### src/rtl/rv64_iter_divider_pkg.sv
// rv64_iter_divider_pkg: FSM encodings, iteration counts and sign helper shared by the divide path
package rv64_iter_divider_pkg;
    localparam int DIV_XLEN = 64;
    localparam logic [1:0] DIV_IDLE = 2'd0;
    localparam logic [1:0] DIV_CALC = 2'd1;
    localparam logic [1:0] DIV_DONE = 2'd2;
    localparam logic [6:0] DIV_CNT_64 = 7'd64;
    localparam logic [6:0] DIV_CNT_32 = 7'd32;
    function automatic logic [DIV_XLEN-1:0] div_sign_fix(input logic [DIV_XLEN-1:0] v, input logic neg);
        return neg ? -v : v;
    endfunction
endpackage

### src/rtl/rv64_iter_divider.sv
// rv64_iter_divider: radix-2 restoring divider for RV64M DIV/DIVU/REM/REMU and W forms
module rv64_iter_divider
    import rv64_iter_divider_pkg::*;
#(
    parameter int XLEN = DIV_XLEN
) (
    input  logic            clk,
    input  logic            rst,
    input  logic            div_valid,
    input  logic            flush,
    input  logic            div_signed,
    input  logic            divw,
    input  logic [XLEN-1:0] div_op1,
    input  logic [XLEN-1:0] div_op2,
    output logic            div_ready,
    output logic            out_valid,
    output logic [XLEN-1:0] quotient,
    output logic [XLEN-1:0] remainder
);
    localparam int HW = XLEN / 2;
    logic [1:0] state;
    logic [6:0] cnt;
    logic [XLEN-1:0] quo, rem, dvs, quo_keep, rem_keep;
    logic sign_q, sign_r, w_r;
    logic [XLEN-1:0] a_ext, b_ext, a_abs, b_abs, wmin, q_fix, r_fix, q_res, r_res;
    logic [XLEN:0] rem_sh;
    logic ge, div_zero, ovf, special, accept;
    always_comb begin
        a_ext = divw ? (div_signed ? {{HW{div_op1[HW-1]}}, div_op1[HW-1:0]} : {{HW{1'b0}}, div_op1[HW-1:0]}) : div_op1;
        b_ext = divw ? (div_signed ? {{HW{div_op2[HW-1]}}, div_op2[HW-1:0]} : {{HW{1'b0}}, div_op2[HW-1:0]}) : div_op2;
        a_abs = div_sign_fix(a_ext, div_signed & a_ext[XLEN-1]);
        b_abs = div_sign_fix(b_ext, div_signed & b_ext[XLEN-1]);
        wmin = divw ? {{(HW+1){1'b1}}, {(HW-1){1'b0}}} : {1'b1, {(XLEN-1){1'b0}}};
        div_zero = b_ext == '0;
        ovf = div_signed & (a_ext == wmin) & (&b_ext);
        special = div_zero | ovf;
        accept = div_valid & div_ready & ~flush;
        // rem needs one extra bit after the shift; the subtraction then fits back in XLEN
        rem_sh = {rem, quo[XLEN-1]};
        ge = rem_sh >= {1'b0, dvs};
        q_fix = div_sign_fix(quo, sign_q);
        r_fix = div_sign_fix(rem, sign_r);
        q_res = w_r ? {{HW{q_fix[HW-1]}}, q_fix[HW-1:0]} : q_fix;
        r_res = w_r ? {{HW{r_fix[HW-1]}}, r_fix[HW-1:0]} : r_fix;
    end
    always_ff @(posedge clk) begin
        if (rst) begin
            state <= DIV_IDLE;
            cnt <= '0;
            quo <= '0;
            rem <= '0;
            dvs <= '0;
            sign_q <= 1'b0;
            sign_r <= 1'b0;
            w_r <= 1'b0;
            quo_keep <= '0;
            rem_keep <= '0;
        end else if (flush) begin
            state <= DIV_IDLE;
            cnt <= '0;
        end else if (accept) begin
            // special cases preload their final magnitudes so DONE treats every op alike
            state <= special ? DIV_DONE : DIV_CALC;
            cnt <= special ? 7'd0 : (divw ? DIV_CNT_32 : DIV_CNT_64);
            w_r <= divw;
            dvs <= b_abs;
            sign_q <= div_signed & ~special & (a_ext[XLEN-1] ^ b_ext[XLEN-1]);
            sign_r <= div_signed & ~special & a_ext[XLEN-1];
            quo <= div_zero ? '1 : ovf ? a_ext : divw ? a_abs << HW : a_abs;
            rem <= div_zero ? a_ext : '0;
        end else if (state == DIV_CALC) begin
            quo <= {quo[XLEN-2:0], ge};
            rem <= ge ? rem_sh[XLEN-1:0] - dvs : rem_sh[XLEN-1:0];
            cnt <= cnt - 7'd1;
            state <= cnt == 7'd1 ? DIV_DONE : DIV_CALC;
        end else if (state == DIV_DONE) begin
            quo_keep <= q_res;
            rem_keep <= r_res;
            state <= DIV_IDLE;
        end
    end
    assign div_ready = state == DIV_IDLE;
    assign out_valid = state == DIV_DONE;
    assign quotient = out_valid ? q_res : quo_keep;
    assign remainder = out_valid ? r_res : rem_keep;
endmodule

### config.mk
export PLATFORM = sky130hd
export DESIGN_NAME = rv64_iter_divider
export DESIGN_NICKNAME = d
export VERILOG_FILES = /design/src/rtl/rv64_iter_divider_pkg.sv /design/src/rtl/rv64_iter_divider.sv
export SDC_FILE = /design/constraint.sdc
export NUM_CORES = 2
export LEC_CHECK = 0
export CAP_MARGIN = 10
export CELL_PAD_IN_SITES_DETAIL_PLACEMENT = 1
export CELL_PAD_IN_SITES_GLOBAL_PLACEMENT = 2
export CORE_MARGIN = 8
export CORE_UTILIZATION = 30
export DETAILED_ROUTE_END_ITERATION = 16
export PLACE_DENSITY_LB_ADDON = 0.1
export SKIP_CTS_REPAIR_TIMING = 1
export SKIP_LAST_GASP = 1
export SLEW_MARGIN = 20
export SYNTH_ARGS = -nofsm -noshare
export SYNTH_HDL_FRONTEND = slang
export SYNTH_SLANG_ARGS = --single-unit
### constraint.sdc
create_clock -name clk -period 3.41 [get_ports clk]
set_input_delay 0.5115 -clock clk [delete_from_list [all_inputs] [get_ports clk]]
set_output_delay 0.5115 -clock clk [all_outputs]
set_load 0.005 [all_outputs]
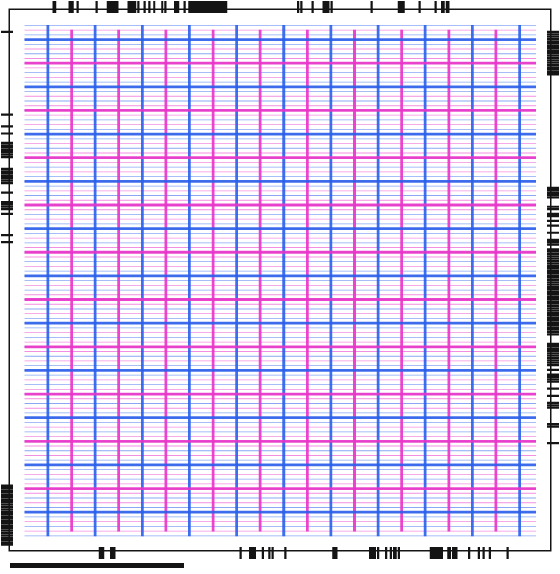
*Floorplan with the power grid*
Bar = 100 um. Pins as bars on the die edge.
legend:
  magenta:
    net: VDD
  blue:
    net: VSS
signal pins: 264
met1 rails: 109
rows: 108
met4 straps: 21
met5 straps: 21
die boundary width: 311 um
Placeable Area: 0.0865 mm^2
die height: 311 um
worst ir drop on vdd: 0.000421 V

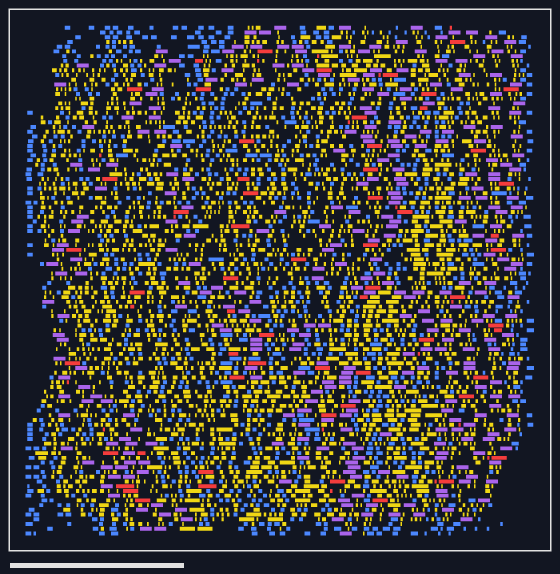
*Placement by cell class*
Bar = 100 um.
legend:
  blue:
    class: remaining buffers and delay cells
    cells: 1,225
  purple:
    class: registers
    cells: 332
  red:
    class: clock drivers and dummy loads
    cells: 77
  yellow:
    class: remaining logic cells
    cells: 3,138
Core Rows: 108
Final Instance Area: 0.0410 mm^2
sequential fraction of total cell area: 16.3%

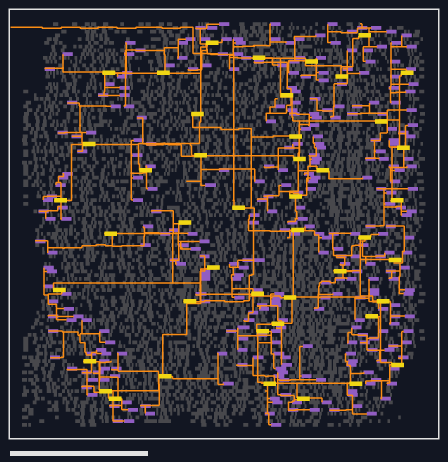
*Clock network drawn from the DEF*
Bar = 100 um.
legend:
  purple:
    item: flip-flops
    count: 332
  yellow:
    item: clock-net drivers
    count: 45
  orange:
    item: clock wires
    length: 6,490 um
flops lie: spread over the die
routed clock nets: 46
clock latency of the later-clocked register in the worst-skew pair: 620 ps
clock network power: 4980 uW
clock network power share: 28.3%

==> results.txt <==
The full implementation flow was run.

The final hold slack stands at 405 ps. The critical path's slowest stage uses the library cell sky130_fd_sc_hd__or4_4. The flow measured a signed area growth from synthesis to layout of 57.3%.

Per the synth stats, the flop cell with the highest instance count is sky130_fd_sc_hd__dfxtp_1. The tool warning count for the run is 33. The report lists the power per cell area as 430 mW/mm^2. The final-report setup violation count stands at 113. The total number of clock tree sinks stands at 332.

The placed instances occupy a cell area of 0.0359 mm^2. Summing internal, switching and leakage power gives 17,600 uW. All stages included, the depth of the critical timing path comes to 11.

The final period demand of the worst path stands at 4480 ps. TritonCTS built the clock tree. The count of state elements after synthesis stands at 332. The timing report notes that buffer and inverter cells on the critical path total 2.

The number of cells traversed by the worst hold path stands at 4. The leftover overflow at the end of global routing stands at 0. The number of maximum-capacitance constraint violations stands at 0. Per the slew report, the remaining headroom to the max-slew limit stands at 38.8%.

Of the cells placed in the final design, the portion with a size suffix greater than 1 is 33.0%. The longest incremental delay of any stage on the critical path is reported as 520 ps. Setup repair after global routing could not meet its margin everywhere.

The slew at the pin closest to its max-slew limit stands at 915 ps. By instance count, the cell type seen most on the critical path is sky130_fd_sc_hd__or3_4. In the final timing run, aggregate negative setup slack is -56,280 ps.

In the synthesized netlist the async set-or-reset flop fraction comes to 0%. In this run the register-to-register setup slack is -200 ps. The tightest min-delay check is of the input port to flip-flop type. The most critical setup path has its startpoint at quo[39]. The average footprint of a synthesized cell stands at 6.96 um^2. The checks that failed: setup timing. The fraction of post-synthesis cell area in the top cell type by area stands at 25.5%. The run finished, with violations left. In this run the critical path is formed by or4_4, or3_4, or3_4, or3_4, or3_4, buf_4, o41ai_4, xor2_1, nor2_1, o22a_1, clkbuf_2. The number of enable flip-flop cells stands at 0. Counting the warning lines in the Yosys log gives 0. The count of port buffers added during placement stands at 263. At the placement stage, the worst setup path has a slack of -866 ps. CTS placed an instance of sky130_fd_sc_hd__clkbuf_16 at the clock tree root.

Per the synthesis report, the simple-gate share of the synthesized area is 23.9%. The final worst slack stands at -1070 ps. Per Yosys stat, the portion of area used by sequential elements is 25.5%. Grouping stages by cell kind, the critical path spends the most delay in simple AND/OR/NAND/NOR gates. Looking at the reg2reg group, the worst path ends at rem[19].
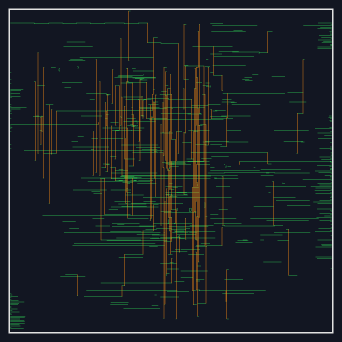
*Signal wires by layer*
Only two layers are drawn.
legend:
  orange:
    layer: M4
    wire_length: 6,670 um
  green:
    layer: M3
    wire_length: 7,500 um
post-detailed-route wirelength per cell: 25.0 um
total wire length: 148,000 um
Tot GR Track Use: 27.9%
count of vias placed by the detailed router: 32,900

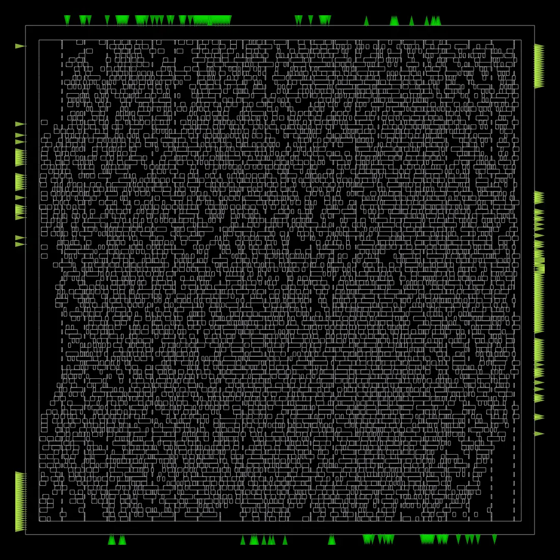
*Placement view*
sequential cell count: 332
FILL cells: 10,500

## Yosys cell counts (all sizes together), types with 18 or more instances
master  number
o21bai      23
o21a        28
ha          71
nor3       128
nor4        47
a21oi      400
dfxtp      332
o21ai      322
buf         25
a31oi       33
nand3       59
mux2        18
a211oi     117
inv        105
o211ai      45
xor2       164
nor2       428
a22oi       24
o41ai       39
nand4       48
a21o        48
nand2      455
or3         45
and3        20
xnor2      114
or4         32
o31ai       69
clkbuf     249
or2         18
## cell families (layout without fill, tap and decap cells)
| group | Yosys count | after routing |
|---|---|---|
| DFF | 332 | 332 |
| xor gates and xnor gates | 278 | 278 |
| other | 0 | 1 |
| buffers and inverters | 380 | 1408 |
| muxes | 32 | 32 |
| AOI/OAI and AO/OA | 1289 | 1289 |
| and+or+nand+nor | 1361 | 1361 |
| adders and majority gates | 72 | 72 |
## final cells by class
cell class	count	area [um^2]
Clock buffer	66	1300
Multi-Input combinational cell	3032	20800
Sequential cell	332	6670
Fill cell	10500	45500
Timing Repair Buffer	1225	10200
Tap cell	1155	1450
Antenna cell	1	2.50
Inverter	106	398
Clock inverter	11	184
## layer usage
| layer | vias to the layer above | share of wire [%] | global-route usage, % |
|---|---|---|---|
| met5 | - | 0.017 | 0 |
| met4 | 4 | 4.5 | 10.9 |
| met3 | 242 | 5.1 | 3.51 |
| met2 | 894 | 45 | 44.5 |
| met1 | 16200 | 45 | 38.1 |
| li1 | 15600 | - | - |
## power by group
part           switching (uW)  internal [uW]
registers                 139           4020
clock network            2050           2930
logic                    4630           3850
total                    6820          10800
## registers in the layout (all words and copies together) (netlist names)
signal and cells:
cnt 7, dvs 64, quo 64, quo_keep 64, rem 64, rem_keep 64, sign_q 1, sign_r 1
state 2, w_r 1
Power figures rest on the tool's default switching activity, not on a simulated workload.
